**src/rtl/fb_scanout_reader_pkg.sv**
```systemverilog
// Shared raster timing defaults, sync window helper and decoded raster flags
// for the framebuffer scanout path.
package fb_scanout_reader_pkg;

  localparam int PIX_DIV_DEF  = 5;
  localparam int MEM_LAT_DEF  = 1;

  localparam int H_ACTIVE_DEF = 640;
  localparam int H_FP_DEF     = 16;
  localparam int H_SYNC_DEF   = 96;
  localparam int H_BP_DEF     = 48;
  localparam int H_TOTAL_DEF  = H_ACTIVE_DEF + H_FP_DEF + H_SYNC_DEF + H_BP_DEF;

  localparam int V_ACTIVE_DEF = 480;
  localparam int V_FP_DEF     = 10;
  localparam int V_SYNC_DEF   = 2;
  localparam int V_BP_DEF     = 33;
  localparam int V_TOTAL_DEF  = V_ACTIVE_DEF + V_FP_DEF + V_SYNC_DEF + V_BP_DEF;

  localparam int HS_START_DEF = H_ACTIVE_DEF + H_FP_DEF;
  localparam int HS_END_DEF   = HS_START_DEF + H_SYNC_DEF;
  localparam int VS_START_DEF = V_ACTIVE_DEF + V_FP_DEF;
  localparam int VS_END_DEF   = VS_START_DEF + V_SYNC_DEF;

  localparam int CNT_W = 10;

  typedef struct packed {
    logic act;
    logic hsync_n;
    logic vsync_n;
    logic origin;
  } raster_flags_t;

  // Half-open window test [lo, hi) on a raster coordinate.
  function automatic logic in_window(input logic [CNT_W-1:0] pos,
                                     input int unsigned lo,
                                     input int unsigned hi);
    int unsigned p;
    p = {{(32-CNT_W){1'b0}}, pos};
    return (p >= lo) && (p < hi);
  endfunction

endpackage

```
**src/rtl/fb_scanout_reader_timing.sv**
```systemverilog
// video_timing_gen: pixel divider, h/v raster counters and per-position
// decode (active area, sync windows, origin).
module video_timing_gen
  import fb_scanout_reader_pkg::*;
#(
  parameter int PIX_DIV  = PIX_DIV_DEF,
  parameter int DIV_W    = 3,
  parameter int H_ACTIVE = H_ACTIVE_DEF,
  parameter int H_FP     = H_FP_DEF,
  parameter int H_SYNC   = H_SYNC_DEF,
  parameter int H_BP     = H_BP_DEF,
  parameter int V_ACTIVE = V_ACTIVE_DEF,
  parameter int V_FP     = V_FP_DEF,
  parameter int V_SYNC   = V_SYNC_DEF,
  parameter int V_BP     = V_BP_DEF
) (
  input  logic             clk,
  input  logic             rst_n,
  input  logic             en,
  output logic             run,
  output logic [DIV_W-1:0] div,
  output logic [CNT_W-1:0] h,
  output logic [CNT_W-1:0] v,
  output logic             pix_tick,
  output raster_flags_t    flags
);

  localparam int H_TOTAL  = H_ACTIVE + H_FP + H_SYNC + H_BP;
  localparam int V_TOTAL  = V_ACTIVE + V_FP + V_SYNC + V_BP;
  localparam int HS_START = H_ACTIVE + H_FP;
  localparam int HS_END   = HS_START + H_SYNC;
  localparam int VS_START = V_ACTIVE + V_FP;
  localparam int VS_END   = VS_START + V_SYNC;

  logic             run_reg;
  logic [DIV_W-1:0] div_reg;
  logic [CNT_W-1:0] h_reg;
  logic [CNT_W-1:0] v_reg;
  logic             last_div;

  assign last_div = (div_reg == DIV_W'(PIX_DIV - 1));

  // run_reg delays counting by one clk so the first running period starts at div=0.
  always_ff @(posedge clk or negedge rst_n) begin
    if (!rst_n) begin
      run_reg <= 1'b0;
      div_reg <= '0;
      h_reg   <= '0;
      v_reg   <= '0;
    end else if (!en) begin
      run_reg <= 1'b0;
      div_reg <= '0;
      h_reg   <= '0;
      v_reg   <= '0;
    end else begin
      run_reg <= 1'b1;
      if (run_reg) begin
        if (last_div) begin
          div_reg <= '0;
          if (h_reg == CNT_W'(H_TOTAL - 1)) begin
            h_reg <= '0;
            v_reg <= (v_reg == CNT_W'(V_TOTAL - 1)) ? '0 : v_reg + 1'b1;
          end else begin
            h_reg <= h_reg + 1'b1;
          end
        end else begin
          div_reg <= div_reg + 1'b1;
        end
      end
    end
  end

  assign run           = run_reg;
  assign div           = div_reg;
  assign h             = h_reg;
  assign v             = v_reg;
  assign pix_tick      = run_reg && last_div;
  assign flags.act     = (h_reg < CNT_W'(H_ACTIVE)) && (v_reg < CNT_W'(V_ACTIVE));
  assign flags.hsync_n = !in_window(h_reg, HS_START, HS_END);
  assign flags.vsync_n = !in_window(v_reg, VS_START, VS_END);
  assign flags.origin  = (h_reg == '0) && (v_reg == '0);

endmodule

```
**src/rtl/fb_scanout_reader.sv**
```systemverilog
// Framebuffer scanout: fetches one bit per visible pixel, captures it after the
// memory latency and presents pix/DE/syncs one pixel period after the fetch.
module fb_scanout_reader
  import fb_scanout_reader_pkg::*;
#(
  parameter int PIX_DIV  = PIX_DIV_DEF,
  parameter int MEM_LAT  = MEM_LAT_DEF,
  parameter int H_ACTIVE = H_ACTIVE_DEF,
  parameter int H_FP     = H_FP_DEF,
  parameter int H_SYNC   = H_SYNC_DEF,
  parameter int H_BP     = H_BP_DEF,
  parameter int V_ACTIVE = V_ACTIVE_DEF,
  parameter int V_FP     = V_FP_DEF,
  parameter int V_SYNC   = V_SYNC_DEF,
  parameter int V_BP     = V_BP_DEF
) (
  input  logic             clk,
  input  logic             rst_n,
  input  logic             en,
  output logic             rd_en,
  output logic [CNT_W-1:0] rd_x,
  output logic [CNT_W-1:0] rd_y,
  input  logic             rd_data,
  output logic             pix_tick,
  output logic             de,
  output logic             hsync,
  output logic             vsync,
  output logic             pix,
  output logic             frame_start
);

  localparam int DIV_W = (PIX_DIV > 1) ? $clog2(PIX_DIV) : 1;

  if (MEM_LAT < 1 || MEM_LAT > PIX_DIV - 2) begin : g_bad_mem_lat
    $error("fb_scanout_reader: MEM_LAT=%0d outside 1..PIX_DIV-2 (PIX_DIV=%0d)",
           MEM_LAT, PIX_DIV);
  end

  logic             run;
  logic [DIV_W-1:0] div;
  logic [CNT_W-1:0] h;
  logic [CNT_W-1:0] v;
  logic             tick;
  raster_flags_t    flags;

  video_timing_gen #(
    .PIX_DIV  (PIX_DIV),
    .DIV_W    (DIV_W),
    .H_ACTIVE (H_ACTIVE),
    .H_FP     (H_FP),
    .H_SYNC   (H_SYNC),
    .H_BP     (H_BP),
    .V_ACTIVE (V_ACTIVE),
    .V_FP     (V_FP),
    .V_SYNC   (V_SYNC),
    .V_BP     (V_BP)
  ) u_timing (
    .clk      (clk),
    .rst_n    (rst_n),
    .en       (en),
    .run      (run),
    .div      (div),
    .h        (h),
    .v        (v),
    .pix_tick (tick),
    .flags    (flags)
  );

  logic             fetch;
  logic             capture;
  logic [CNT_W-1:0] rd_x_reg;
  logic [CNT_W-1:0] rd_y_reg;
  logic             pix_q_reg;
  logic             de_reg;
  logic             pix_reg;
  logic             hsync_reg;
  logic             vsync_reg;
  logic             frame_start_reg;

  assign fetch   = run && (div == '0) && flags.act;
  assign capture = run && (div == DIV_W'(MEM_LAT));

  // h/v are constant across a pixel period, so act at capture time tells
  // whether this period issued a fetch.
  always_ff @(posedge clk or negedge rst_n) begin
    if (!rst_n) begin
      rd_x_reg        <= '0;
      rd_y_reg        <= '0;
      pix_q_reg       <= 1'b0;
      de_reg          <= 1'b0;
      pix_reg         <= 1'b0;
      hsync_reg       <= 1'b1;
      vsync_reg       <= 1'b1;
      frame_start_reg <= 1'b0;
    end else if (!en) begin
      rd_x_reg        <= '0;
      rd_y_reg        <= '0;
      pix_q_reg       <= 1'b0;
      de_reg          <= 1'b0;
      pix_reg         <= 1'b0;
      hsync_reg       <= 1'b1;
      vsync_reg       <= 1'b1;
      frame_start_reg <= 1'b0;
    end else begin
      if (fetch) begin
        rd_x_reg <= h;
        rd_y_reg <= v;
      end
      if (capture) begin
        pix_q_reg <= flags.act & rd_data;
      end
      frame_start_reg <= tick && flags.origin;
      if (tick) begin
        de_reg    <= flags.act;
        pix_reg   <= pix_q_reg & flags.act;
        hsync_reg <= flags.hsync_n;
        vsync_reg <= flags.vsync_n;
      end
    end
  end

  assign rd_en       = fetch;
  assign rd_x        = fetch ? h : rd_x_reg;
  assign rd_y        = fetch ? v : rd_y_reg;
  assign pix_tick    = tick;
  assign de          = de_reg;
  assign pix         = pix_reg;
  assign hsync       = hsync_reg;
  assign vsync       = vsync_reg;
  assign frame_start = frame_start_reg;

endmodule

```
**config.mk**
```make
export PLATFORM = sky130hd
export DESIGN_NAME = fb_scanout_reader
export DESIGN_NICKNAME = d
export VERILOG_FILES = /design/src/rtl/fb_scanout_reader_pkg.sv /design/src/rtl/fb_scanout_reader_timing.sv /design/src/rtl/fb_scanout_reader.sv
export SDC_FILE = /design/constraint.sdc
export NUM_CORES = 1
export LEC_CHECK = 0
export CORE_ASPECT_RATIO = 0.6
export CORE_MARGIN = 2
export CORE_UTILIZATION = 61
export DETAILED_ROUTE_END_ITERATION = 12
export GPL_ROUTABILITY_DRIVEN = 0
export PLACE_DENSITY_LB_ADDON = 0.08
export SETUP_SLACK_MARGIN = 0.02
export SYNTH_ARGS = -nofsm -noshare
export SYNTH_HDL_FRONTEND = slang
export SYNTH_HIERARCHICAL = 1
export SYNTH_SLANG_ARGS = --single-unit
```
**constraint.sdc**
```tcl
create_clock -name clk -period 5.7 [get_ports clk]
set_input_delay 0.57 -clock clk [delete_from_list [all_inputs] [get_ports clk]]
set_output_delay 0.57 -clock clk [all_outputs]
set_load 0.03 [all_outputs]
```
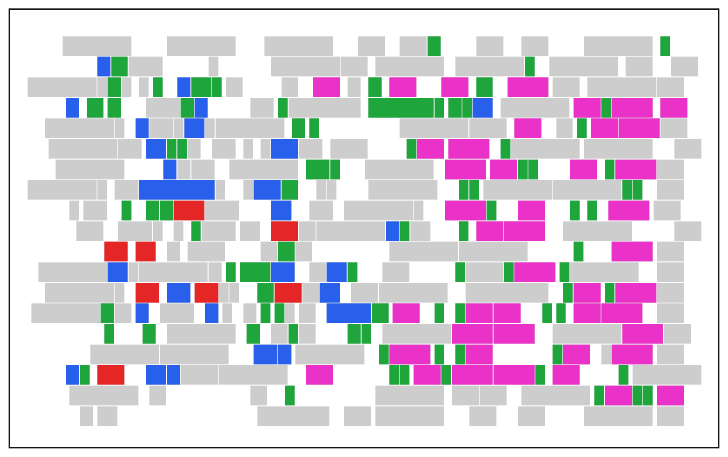
**Above:** run 1 (logic cells by family).
- magenta: mux cells (cells 44)
- green: nand cells (cells 84; where all over the die)
- blue: aoi and oai cells (cells 27)
- red: non-inverting ao/oa cells (cells 8; where middle left)

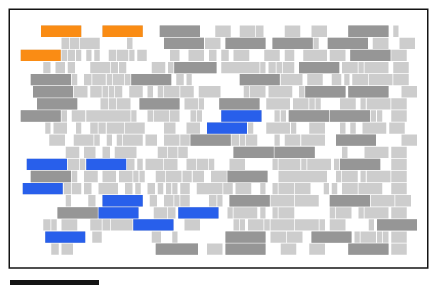
**Above:** run 1 (sequential cells coloured by netlist name).
The bar under the picture is 20 um long. Other sequential cells in the stronger grey, the rest of the logic in the fainter grey.
- blue: u_timing/v (flops 10)
- orange: u_timing/div (flops 3)
- not coloured: 37

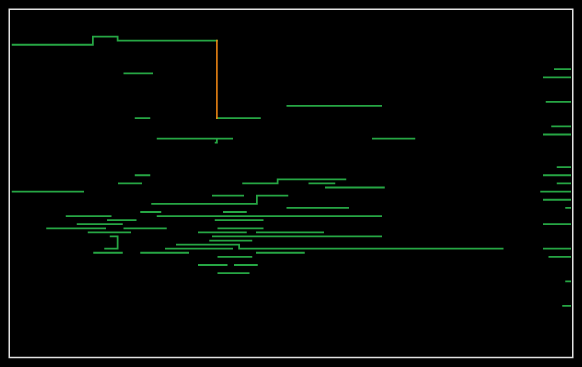
**Above:** run 1 (signal wires by layer).
Two of the layers only.
- orange: M4 (wire length 12.9 um)
- green: M3 (wire length 491 um)

==> metrics.yaml, run 1 <==
route.detailed.drc: 0
diodes: 0
dp.cells: 368
yosysUniqueCellTypes: 53
port_buffers: 30
clock-root-buffer: "clkbuf_8"
final_util: 0.723
reg2reg_slack_ns: 3.10
p_leak_nw: 1.44
grt_max_degree: 63
hold_path.class: "in2async"
ctsHoldBuffers: 0
cts_buffers: 5
worst_pin_slew_ns: 1.08
drtIter0Drc: 162
relSlewSlack: 0.278
powerDensity_nw_per_um2: 236
ys_seq_elements: 50
final.min_clock_period_ns: 3.89
cp_cell_sequence: "nand4_1 -> nand2_1 -> nor2_1 -> nand4b_4 -> inv_2 -> clkdlybuf4s50_1"
outcome: "complete, no violations"
cts_resized: 0
die_w_um: 93.7
slew_violations: 0
cts_tree: "yes"
synth_area_um2: 2940
fill_cells: 357
worst-path-max-fanout: 21
swShare: 0.288
mi_logic_area_um2: 1560
p_seq_frac: 0.504
grt_pass1_wl_um: 10800
clock_skew_ns: 0.00668
async_reset_ff_frac: 1.00
routed-via-count: 2264
wl_um: 6490
htreeDepth: 2
p_int_w: 0.000559
flop_cell: "dfrtp_1"
hold_slack_ns: 0.354
ys_cells: 288
synth.area.top_cells: "dfrtp_1 (41%), mux2_4 (10%), mux2i_1 (8.2%)"
placementRows: 19
worst_slack_ns: 1.81
stdcell_count: 376
via_per_inst: 6.02
initial_utilization: 0.638
syn_inst: 288
worst_path_largest_cell_delay_ns: 0.78
largest_area_cell: "dfrtp_1"
crit_type: "reg2out"
seq_area_um2: 1250
peakVddDrop_uv: 160
total_power_w: 0.000786
fp_nets: 298
coreArea_um2: 4610
drt-pass1-iter-count: 4
## run 1: cell families after synthesis
kind of cell,Yosys count,share of synthesized area
buffers and inverters,24,0.0446
adders and majority gates,6,0.0255
muxes,44,0.184
xor gates and xnor gates,8,0.0238
DFF,50,0.426
AOI/OAI and AO/OA,35,0.0969
and+or+nand+nor,121,0.200
## run 1: worst max path at each step
stage / to / slack (ns) / start / depth (start not counted)
detailed placement: rd_en / 2.18 / u_timing/v[7] / 6
finish: rd_en / 1.81 / u_timing/v[6] / 6
global route: rd_en / 1.63 / u_timing/v[6] / 6
global placement: rd_en / 2.25 / u_timing/v[6] / 6
CTS: rd_en / 1.84 / u_timing/v[5] / 6
floorplan: rd_x[0] / 3.57 / u_timing/h[7] / 6
## run 1: layer usage
| metal | up-vias | GRT usage | wire (um) |
|---|---|---|---|
| met5 | - | 0 | 0 |
| met4 | 0 | 0.0580 | 12 |
| met3 | 2 | 0.0637 | 491 |
| met2 | 97 | 0.373 | 2640 |
| met1 | 1108 | 0.406 | 3350 |
| li1 | 1057 | - | - |
## run 1: final cells by class
cell class,instances,area share
well taps,63,0.0236
clock buffers,5,0.0206
repair buffers,31,0.0893
clock inverters,3,0.0120
multi-input cells,214,0.467
inverters,10,0.0113
flip-flops and latches,50,0.376
## run 1: critical path: cells and delay by family, from the launching register on
| kind | cells | cell delay, ns |
|---|---|---|
| flip-flops | 1 | 0.48 |
| AND/OR/NAND/NOR | 4 | 1.09 |
| buffers and inverters | 2 | 1.43 |
## run 1: power groups by stage
stage	clock network [W]	registers (W)	logic, W
5_1_grt	0.000269	0.000398	0.000156
2_1_floorplan	0	0.000392	0.000112
6_report	0.000246	0.000396	0.000144
3_5_place_dp	0	0.000402	0.000144
4_1_cts	0.000254	0.000394	0.000144
3_3_place_gp	0	0.000401	0.000141
==> inputs of run 2 (changes only) <==
Settings changed: CORE_UTILIZATION 61 to 57.
Clock period 5.7 ns to 3.8 ns, I/O delays scaled along.
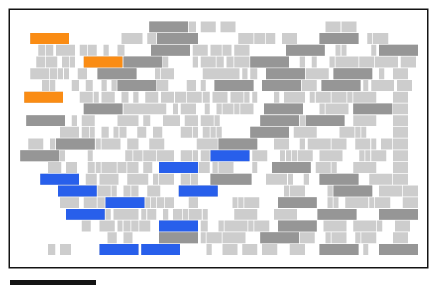
**Above:** run 2 (sequential cells coloured by netlist name).
The bar under the picture is 20 um long. Other sequential cells in the stronger grey, the rest of the logic in the fainter grey.
- orange: u_timing/div (flops 3)
- blue: u_timing/v (flops 10)

==> run 2 against run 1 <==
  * Register-to-register slack got worse by 1.9 ns
  * First-iteration DRC count grew 30%
  * Hold slack got worse by 0.18 ns
  * Cell area up 0.26%
  * Critical path type unchanged
  * Critical endpoint is now rd_y[7]
  * Clock skew rose by 0.0019 ns
  * Wire length fell by 2.6%
  * Clock-buffer cell count rose by 2
  * Sequential power up about 50%
==> metrics.yaml, run 2 <==
first_global_vias: 1922
cts_tree: "yes"
die_y_um: 59.7
powerClk_w: 0.000317  # +29%
startpoint: "u_timing/h[8]"
route.detailed.drc: 0  # unchanged
initial_utilization: 0.585  # -0.0530
p_leak_nw: 1.44  # +0.39%
grt_max_degree: 51  # -19%
placementRows: 20  # +1
wl_per_cell_um: 16.5
cts_resized: 0  # unchanged
clockBufferDepth: 2
grt_pass1_wl_um: 10300  # -5.0%
clock_power_share: 0.281
worst_pin_slew_ns: 0.729  # -0.354 ns
peakVddDrop_uv: 137  # -14%
fin_setup_tns_ns: 0
clock_skew_ns: 0.00860  # +0.00192 ns
antenna_left: 0
final.min_clock_period_ns: 3.31
powerDensity_nw_per_um2: 337  # +43%
finalSetupViolCount: 0
drive_gt1_frac: 0.139
swShare: 0.295  # +0.00681
clock-root-buffer: "clkbuf_8"
worst_slack_ns: 0.494  # -1.32 ns
drtIter0Drc: 210  # +30%
final_cell_mix: "nand2_1 (60), dfrtp_1 (48), clkdlybuf4s50_1 (28), mux2i_1 (24), mux2_4 (20)"
reg2reg_slack_ns: 1.24  # -1.86 ns
power_leader: "registers"
nets: 325
dp.cells: 374  # +1.6%
htreeDepth: 2  # unchanged
ys_cells: 288  # unchanged
die_w_um: 96.8  # +3.3%
ctsHoldBuffers: 0  # unchanged
clk_pin_slew_ns: 0.09
worst-path-max-fanout: 21  # unchanged
slew_violations: 0  # unchanged
routed-via-count: 2253  # -0.49%
outcome: "complete, no violations"
cp_cell_sequence: "o21ai_0 -> nand2_1 -> nor2_1 -> nand4b_4 -> mux2_4 -> clkdlybuf4s50_1"
async_reset_ff_frac: 1.00  # unchanged
stdcell_count: 382  # +1.6%
mi_logic_area_um2: 1560  # unchanged
reg2reg_to: "u_timing/v[8]"
crit_type: "reg2out"
wl_um: 6320  # -2.6%
hold_path.class: "in2async"
ys_chip_area_um2: 2940
synth.area.top_cells: "dfrtp_1 (41%), mux2_4 (10%), mux2i_1 (8.2%)"
coreArea_um2: 5030  # +9.1%
flop_cell: "dfrtp_1"
p_comb_w: 0.000216  # +50%
worstSetupStartpointType: "register"
port_buffers: 30  # unchanged
ys_seq_elements: 50  # unchanged
yosysUniqueCellTypes: 53  # unchanged
syn_inst: 288  # unchanged
worst-endpoint-required_ns: 3.42
seq_area_um2: 1250  # unchanged
max_cap_violations: 0
cp.arrival_ns: 2.93
postCtsSetupRepairBufs: 0
p_switching_w: 0.000332
largest_area_cell: "dfrtp_1"
p_seq_w: 0.000593  # +50%
fill_cells: 407  # +14%
p_int_w: 0.000793  # +42%
drt-pass1-iter-count: 4  # unchanged
worstReg2RegStart: "u_timing/div[0]"
edf_count: 0
fp_nets: 298  # unchanged
worst_path_largest_cell_delay_ns: 0.60  # -0.18 ns
diodes: 0  # unchanged
clock_latency_ns: 0.30
top_area_frac: 0.408
relSlewSlack: 0.512  # +0.234
cts_buffers: 5  # unchanged
via_per_inst: 5.90  # -2.0%
p_seq_frac: 0.527  # +0.023
synth_area_um2: 2940  # unchanged
final_util: 0.665  # -0.0584
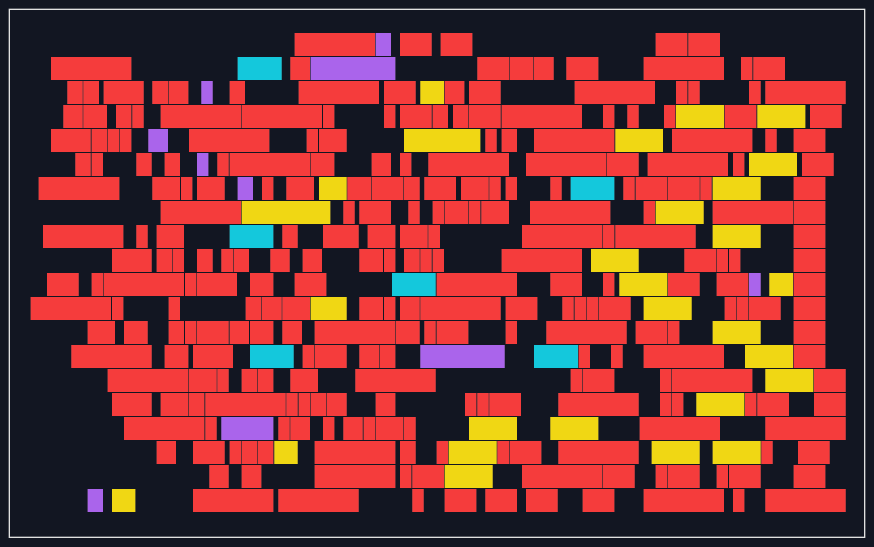
**Above:** run 2 (drive-strength map).
- red: x1 and smaller (cells 272; share 86%; most used nand2_1)
- cyan: x6 and larger (cells 6; share 1.9%; most used clkbuf_8)
- yellow: x3 and x4 (cells 28; share 8.9%; most used mux2_4)
- purple: x2 (cells 10; share 3.2%; most used inv_2)

-- run 2: how the worst max path moves through the flow --
stage | depth (start not counted) | slack [ns] | endpoint
final | 6 | 0.49 | rd_y[7]
after global routing | 6 | 0.35 | rd_x[0]
after CTS | 6 | 0.48 | rd_y[7]
after detailed placement | 6 | 0.82 | rd_y[7]
after global placement | 6 | 0.82 | rd_y[7]
after floorplan | 6 | 1.86 | rd_x[0]
-- run 2: cell type report --
class | count | area share
clock buffer | 7 | 0.0258
timing repair buffer | 34 | 0.0958
inverter | 10 | 0.0112
multi-input combinational | 214 | 0.466
sequential | 50 | 0.375
clock inverter | 1 | 0.00150
tap | 66 | 0.0247
-- run 2: worst max-delay path, delay by kind of cell (launching register included) --
family          cells  cell delay (ns)
flops               1             0.50
compound gates      1             0.19
buf+inv             1             0.60
mux                 1             0.47
simple gates        3             0.87
-- run 2: cells by family after synthesis --
group / synth area share
adder cells (fa/ha/maj): 0.0255
buffers and inverters: 0.0446
multiplexers: 0.184
AND-OR/OR-AND: 0.0969
XOR/XNOR: 0.0238
flip-flops: 0.426
AND/OR/NAND/NOR: 0.200
-- run 2: layer usage --
layer	up-vias	share of wire	wire length, um	GRT usage
met5	-	0	0	0
met4	0	0.0074	47	0.0543
met3	6	0.064	407	0.0433
met2	89	0.40	2510	0.302
met1	1089	0.53	3360	0.377
li1	1069	-	-	-
-- run 2: through the flow --
step                power [W]  hold WS (ns)  cell area, um2
finish                0.00113         0.172            3340
floorplan            0.000756        0.0844            2940
global route          0.00118         0.218            3340
CTS                   0.00114         0.190            3340
global placement     0.000817         0.512            3250
detailed placement   0.000818         0.518            3250
Power and IR drop assume default switching activity.
